File: src/rtl/fila_ctrl.sv
// fila_ctrl: access controller for the fila byte queue.
// Round-robin arbitration of two producers, one consumer, one op in flight.
module fila_ctrl #(
    parameter int DEPTH = 8
) (
    input  logic       clk_10KHz,
    input  logic       reset,
    input  logic       req_a_in,
    input  logic [7:0] data_a_in,
    output logic       ack_a_out,
    input  logic       req_b_in,
    input  logic [7:0] data_b_in,
    output logic       ack_b_out,
    input  logic       deq_req_in,
    output logic       deq_valid_out,
    output logic [7:0] deq_data_out,
    output logic [7:0] fila_data_out,
    output logic       fila_enqueue_out,
    output logic       fila_dequeue_out,
    input  logic [7:0] fila_data_in,
    input  logic [7:0] fila_len_in,
    output logic       full_out,
    output logic       empty_out,
    output logic       busy_out
);

    typedef enum logic [1:0] {
        S_IDLE,
        S_ENQ,
        S_DEQ,
        S_SETTLE
    } state_t;

    localparam logic [7:0] LP_DEPTH = 8'(DEPTH);

    state_t     r_state;
    state_t     w_next;
    logic       r_last_b;
    logic       r_win_b;
    logic       r_prev_deq;
    logic       r_full;
    logic       r_empty;
    logic [7:0] r_fila_data;
    logic [7:0] r_deq_data;
    logic       w_grant_b;
    logic       w_do_deq;
    logic       w_do_enq;

    // Arbitration and next-state decision; draining beats filling.
    always_comb begin
        w_next    = r_state;
        w_grant_b = req_b_in && (!req_a_in || !r_last_b);
        w_do_deq  = deq_req_in && !r_empty;
        w_do_enq  = (req_a_in || req_b_in) && !r_full && !w_do_deq;
        unique case (r_state)
            S_IDLE: begin
                if (w_do_deq) begin
                    w_next = S_DEQ;
                end else if (w_do_enq) begin
                    w_next = S_ENQ;
                end
            end
            S_ENQ:    w_next = S_SETTLE;
            S_DEQ:    w_next = S_SETTLE;
            S_SETTLE: w_next = S_IDLE;
            default:  w_next = S_IDLE;
        endcase
    end

    // State register.
    always_ff @(posedge clk_10KHz) begin
        if (reset) begin
            r_state <= S_IDLE;
        end else begin
            r_state <= w_next;
        end
    end

    // Winner capture, dequeued byte, and registered length flags.
    always_ff @(posedge clk_10KHz) begin
        if (reset) begin
            r_last_b    <= 1'b1;
            r_win_b     <= 1'b0;
            r_prev_deq  <= 1'b0;
            r_full      <= 1'b0;
            r_empty     <= 1'b1;
            r_fila_data <= 8'h00;
            r_deq_data  <= 8'h00;
        end else begin
            r_full     <= (fila_len_in >= LP_DEPTH);
            r_empty    <= (fila_len_in == 8'h00);
            r_prev_deq <= (r_state == S_DEQ);
            if (r_state == S_IDLE && w_do_enq) begin
                r_fila_data <= w_grant_b ? data_b_in : data_a_in;
                r_win_b     <= w_grant_b;
                r_last_b    <= w_grant_b;
            end
            if (r_state == S_DEQ) begin
                r_deq_data <= fila_data_in;
            end
        end
    end

    assign fila_enqueue_out = (r_state == S_ENQ);
    assign fila_dequeue_out = (r_state == S_DEQ);
    assign ack_a_out        = (r_state == S_ENQ) && !r_win_b;
    assign ack_b_out        = (r_state == S_ENQ) && r_win_b;
    assign deq_valid_out    = (r_state == S_SETTLE) && r_prev_deq;
    assign deq_data_out     = r_deq_data;
    assign fila_data_out    = r_fila_data;
    assign full_out         = r_full;
    assign empty_out        = r_empty;
    assign busy_out         = (r_state != S_IDLE);

endmodule
File: config.mk
export PLATFORM = sky130hd
export DESIGN_NAME = fila_ctrl
export DESIGN_NICKNAME = d
export VERILOG_FILES = /design/src/rtl/fila_ctrl.sv
export SDC_FILE = /design/constraint.sdc
export NUM_CORES = 1
export LEC_CHECK = 0
export CORE_MARGIN = 3
export CORE_UTILIZATION = 40
export DETAILED_ROUTE_END_ITERATION = 7
export PLACE_DENSITY = 0.84
export RECOVER_POWER = 100
export SYNTH_ARGS = -nofsm -noshare
export SYNTH_HDL_FRONTEND = slang
export SYNTH_SLANG_ARGS = --single-unit
File: constraint.sdc
create_clock -name clk_10KHz -period 3.1 [get_ports clk_10KHz]
set_input_delay 0.31 -clock clk_10KHz [delete_from_list [all_inputs] [get_ports clk_10KHz]]
set_output_delay 0.31 -clock clk_10KHz [all_outputs]
set_load 0.02 [all_outputs]
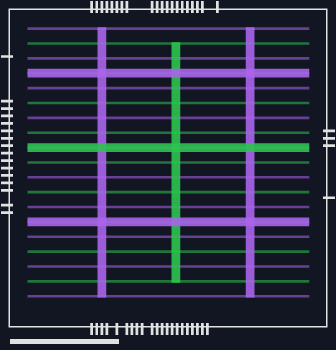
Figure 1: floorplan with the power grid.
The bar under the picture is 20 um long. Pins as bars on the die edge.
| net | colour |
|---|---|
| VDD | green |
| VSS | purple |
signal pins: 61
met1 rails: 19
rows: 18
met4 straps: 3
Die Span X: 57.8 um
Floorplan Core Area: 2520 um2
worst ir drop on vdd: 504 uV

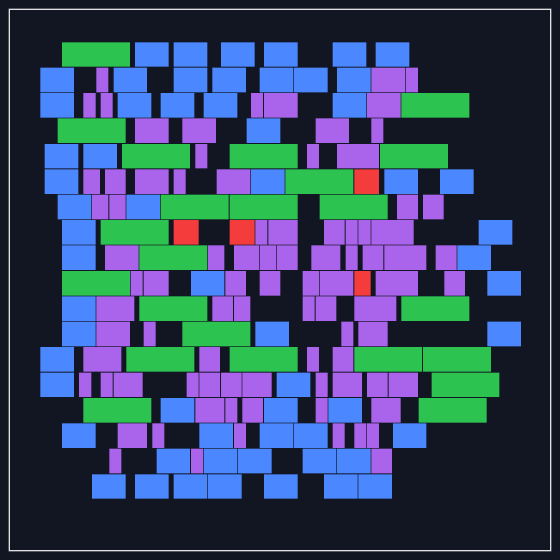
Figure 2: cell classes on the final placement.
| class | colour | cells | share of their area |
|---|---|---|---|
| all other logic | purple | 87 | 34% |
| other buffers and delay cells | blue | 60 | 36% |
| flip-flops | green | 23 | 28% |
| clock drivers and dummy loads | red | 4 | 1.7% |
row count: 18
sequential share of cell area: 0.272
Final Util: 0.672
Final Cell Area: 1690 um2

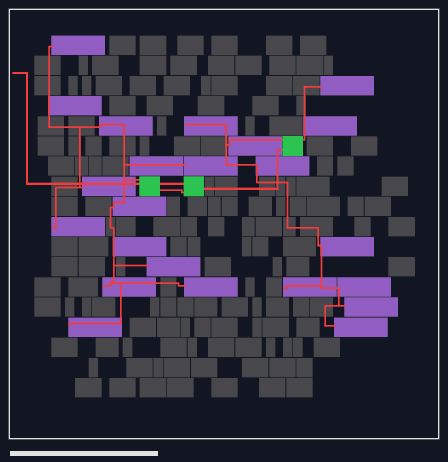
Figure 3: clock distribution.
The bar under the picture is 20 um long.
[cells driving clock nets] green | count: 3
[clock wires] red | length: 247 um
[flip-flops] purple | count: 23
routed clock nets: 4
clock latency on the worst-skew pair: 310 ps
clock skew after layout: 5.82 ps
power of the clock network: 0.136 mW
part of the power in the clock network: 0.132

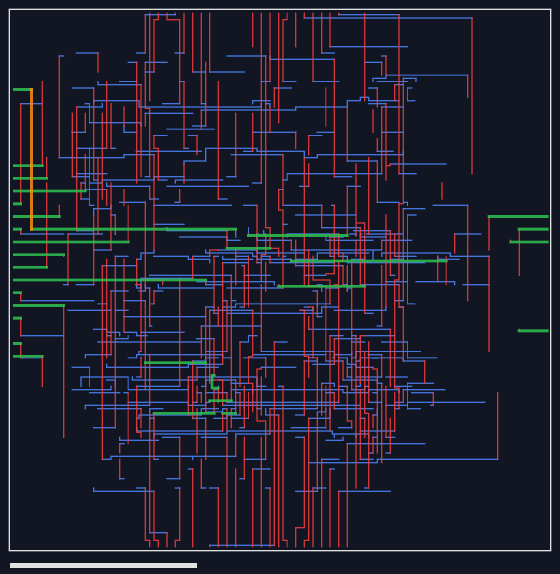
Figure 4: signal wires by layer.
The bar under the picture is 20 um long.
| layer | colour | wire length |
|---|---|---|
| met2 | red | 1,560 um |
| met4 | orange | 15.0 um |
| met1 | blue | 1,190 um |
| met3 | green | 172 um |
Final Routed Wirelength: 2.93 mm
GRT Resource Usage Total: 0.184
Vias: 1,102
WL/cell: 14.4 um

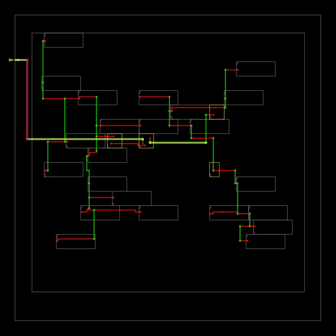
Figure 5: clock nets.
final sequential cell count: 23
clock buffers created by TritonCTS: 3
Clock Sink Count: 23
total of clock buffers placed in the layout: 3

==> run notes <==
Synthesis and place-and-route results.

- The net total in the final layout is around 220.
- Counting distinct cell types in the post-synthesis netlist gives 30.
- The critical path endpoint has a required time of 2790 ps.
- The number of ports placed on the die boundary is a little over 60.
- Total power normalized to cell area comes to roughly 600 nW/um2.
- The kind of launch point of the worst setup path is a register.
- For this configuration, the core starts out at a cell density of 0.426.
- The worst-case headroom to the max-slew limit is 0.353.
- The main combinational cell family by area after synthesis is AND-OR/OR-AND gates.
- The number of buffer and inverter instances along the worst setup path is 3.
- The mean instance size in the synthesized netlist is 9.18 um2.
- The count of endpoints failing setup in the final report is 0.
- The number of max-slew violations in the final report is 0.
- The wire length of the first global-routing pass is 4.77 mm.
- The most numerous cell type found on the critical path is sky130_fd_sc_hd__inv_1.
- For this run, the script counts the antenna cells in the layout as 0.
- The signed area change from the synthesized netlist to the final layout is 57.8%.
- The leading cell type in the layout, fill and taps excluded is sky130_fd_sc_hd__clkdlybuf4s50_1.
- The biggest area consumer among synthesized cells is sky130_fd_sc_hd__dfxtp_1.
- The total overflow left after global routing is 0.
- The report counts max-capacitance violations totalling 0.
- Of the total synthesized cell area, the portion taken by XOR and XNOR cells is 0.
- Leaving out fill and tap cells, the most frequent cells in the layout are 35 x sky130_fd_sc_hd__clkdlybuf4s50_1, 25 x sky130_fd_sc_hd__dlygate4sd3_1, 23 x sky130_fd_sc_hd__dfxtp_1.
- Looking at the gate-level netlist, the highest instance count belongs to sky130_fd_sc_hd__dfxtp_1.
- The flow ran to the end, and the final reports show no timing, DRC or antenna violations.
- Of the post-synthesis cell area, the dominant cell type holds 0.429.
- Synthesis produced a netlist with a net count of around 160.
- The total power after layout is ~1.0 mW.
- The report lists the cells along the critical path as inv_1 > ha_1 > inv_1 > dlygate4sd3_1.
- The cell family contributing the most delay on the critical path is buffers and inverters.
- The post-layout instance count excluding filler cells is 204.
- The CTS tree is yes.
- Per Yosys stat, the portion of area used by sequential elements is 0.429.
- The placed wire-length estimate after detailed placement is 2.33 mm.
- The maximum clock insertion buffer count is 2.
- Setup repair after global routing left no endpoint under its margin.
- The number of hold buffers added after cts is 0.
- For this run, the leading register cell type out of synthesis is sky130_fd_sc_hd__dfxtp_1.
- Yosys mapped a number of flops with a built-in enable equal to 0.
- The total count of hold-check failures in the final report is 0.
- The maximum clock frequency is 418 MHz.
- The tightest min-delay check is of the register to register type.
- The power spent charging and discharging nets is about 0.39 mW.
- By area the synthesized netlist is led by sky130_fd_sc_hd__dfxtp_1 43%, sky130_fd_sc_hd__mux2i_1 7.5%, sky130_fd_sc_hd__a311oi_1 7.3%, sky130_fd_sc_hd__ha_1 5.8%, sky130_fd_sc_hd__nand2_1 5.6%.
- The clock tree root buffer cell is sky130_fd_sc_hd__clkbuf_4.
- The tool warning count for the run is 30.
- The initial antenna violation count is 0.
- Switching power as a fraction of the total was reported as 0.382.
- The transition time recorded at the tightest slew-check pin is slightly below 1000 ps.
- The number of global-route vias before repair is roughly 1,000.
- In the synthesized netlist, the cells that appear most often are 23 x sky130_fd_sc_hd__dfxtp_1, 16 x sky130_fd_sc_hd__nand2_1, 10 x sky130_fd_sc_hd__nor2_1.
- The clock-pin slew reported for the worst setup and hold paths after clock tree synthesis is around 130 ps.
- After detailed placement, the design holds a cell count of 200.
- The placed cell area is about 1700 um2.
- Per the repair_timing log after CTS, setup buffers inserted total 0.
- The synthesized-area fraction occupied by adder cells is 0.0583.
- Subtracting the final worst setup slack from the clock period gives between 2000 and 2500 ps.
- The final setup TNS is 0 ps.
- For this run, design rule violations remaining after detail routing come to 0.
- Per the synthesis report, the AND-OR/OR-AND share of the synthesized area is 0.202.
- The sequential fraction of design power is 0.377.
- The number of DRC markers in iteration 0 is 31.
- The script extracted a total leakage power of roughly 0.71 nW.
- In the synthesized netlist the async set-or-reset flop fraction comes to 0.
- In the finished design, the share of the clock period the worst path needs comes to 0.771.
- The via density per instance is about 5.4.
- The overall die area is approximately 3300 um2.
- The count of nets left with antenna violations once routing finished came out at 0.
- The maximum fanout count along the critical path is 13.
- After synthesis, the design contains about 120 cells according to Yosys.
- STA classifies the critical path endpoint as an output port.
- The delay of the slowest cell on the worst path is approximately 690 ps.
- The pin count of the biggest net entering global routing is 23.
==> final cells by class <==
type                    instances  area [um2]
inverters                       5        18.8
fillers                       224         828
flip-flops and latches         23         460
repair buffers                 60         601
well taps                      30        37.5
clock buffers                   3        22.5
clock inverters                 1        5.00
multi-input cells              82         549
==> flip-flops by register name, summed over array words and instances (netlist names) <==
signal         flops
deq_data_out       8
empty_out          1
fila_data_out      8
full_out           1
r_last_b           1
r_prev_deq         1
r_state            2
r_win_b            1
==> power by group through the flow <==
stage | Sequential [mW] | Combinational [mW] | Clock [mW]
3_3_place_gp | 0.394 | 0.522 | 0
6_report | 0.388 | 0.505 | 0.136
2_1_floorplan | 0.438 | 0.277 | 0
4_1_cts | 0.391 | 0.539 | 0.139
5_1_grt | 0.397 | 0.549 | 0.154
3_5_place_dp | 0.398 | 0.535 | 0
==> metrics by stage <==
step	setup WS, ps	hold WS (ps)	util
floorplan	1730	382	-
global placement	1180	482	0.665
detailed placement	1110	489	0.665
CTS	738	517	0.676
global route	583	532	0.672
finish	709	508	0.672
==> per-layer routing <==
metal | up-vias | wire [um] | global-route usage
met5 | - | 0 | 0
met4 | 0 | 14 | 0.0397
met3 | 2 | 171 | 0.0512
met2 | 39 | 1560 | 0.302
met1 | 528 | 1190 | 0.243
li1 | 533 | - | -
==> path summary, 6_finish.rpt <==
kind / from / end / slack (ps) / cells past startpoint
max: r_state[1] / busy_out / 710 / 4
min: deq_data_out[2] / deq_data_out[2] / 510 / 2
max reg2reg: r_state[1] / fila_data_out[0] / 840 / 5
min reg2reg: deq_data_out[2] / deq_data_out[2] / 510 / 2
Power is estimated from default activity; no workload was simulated.
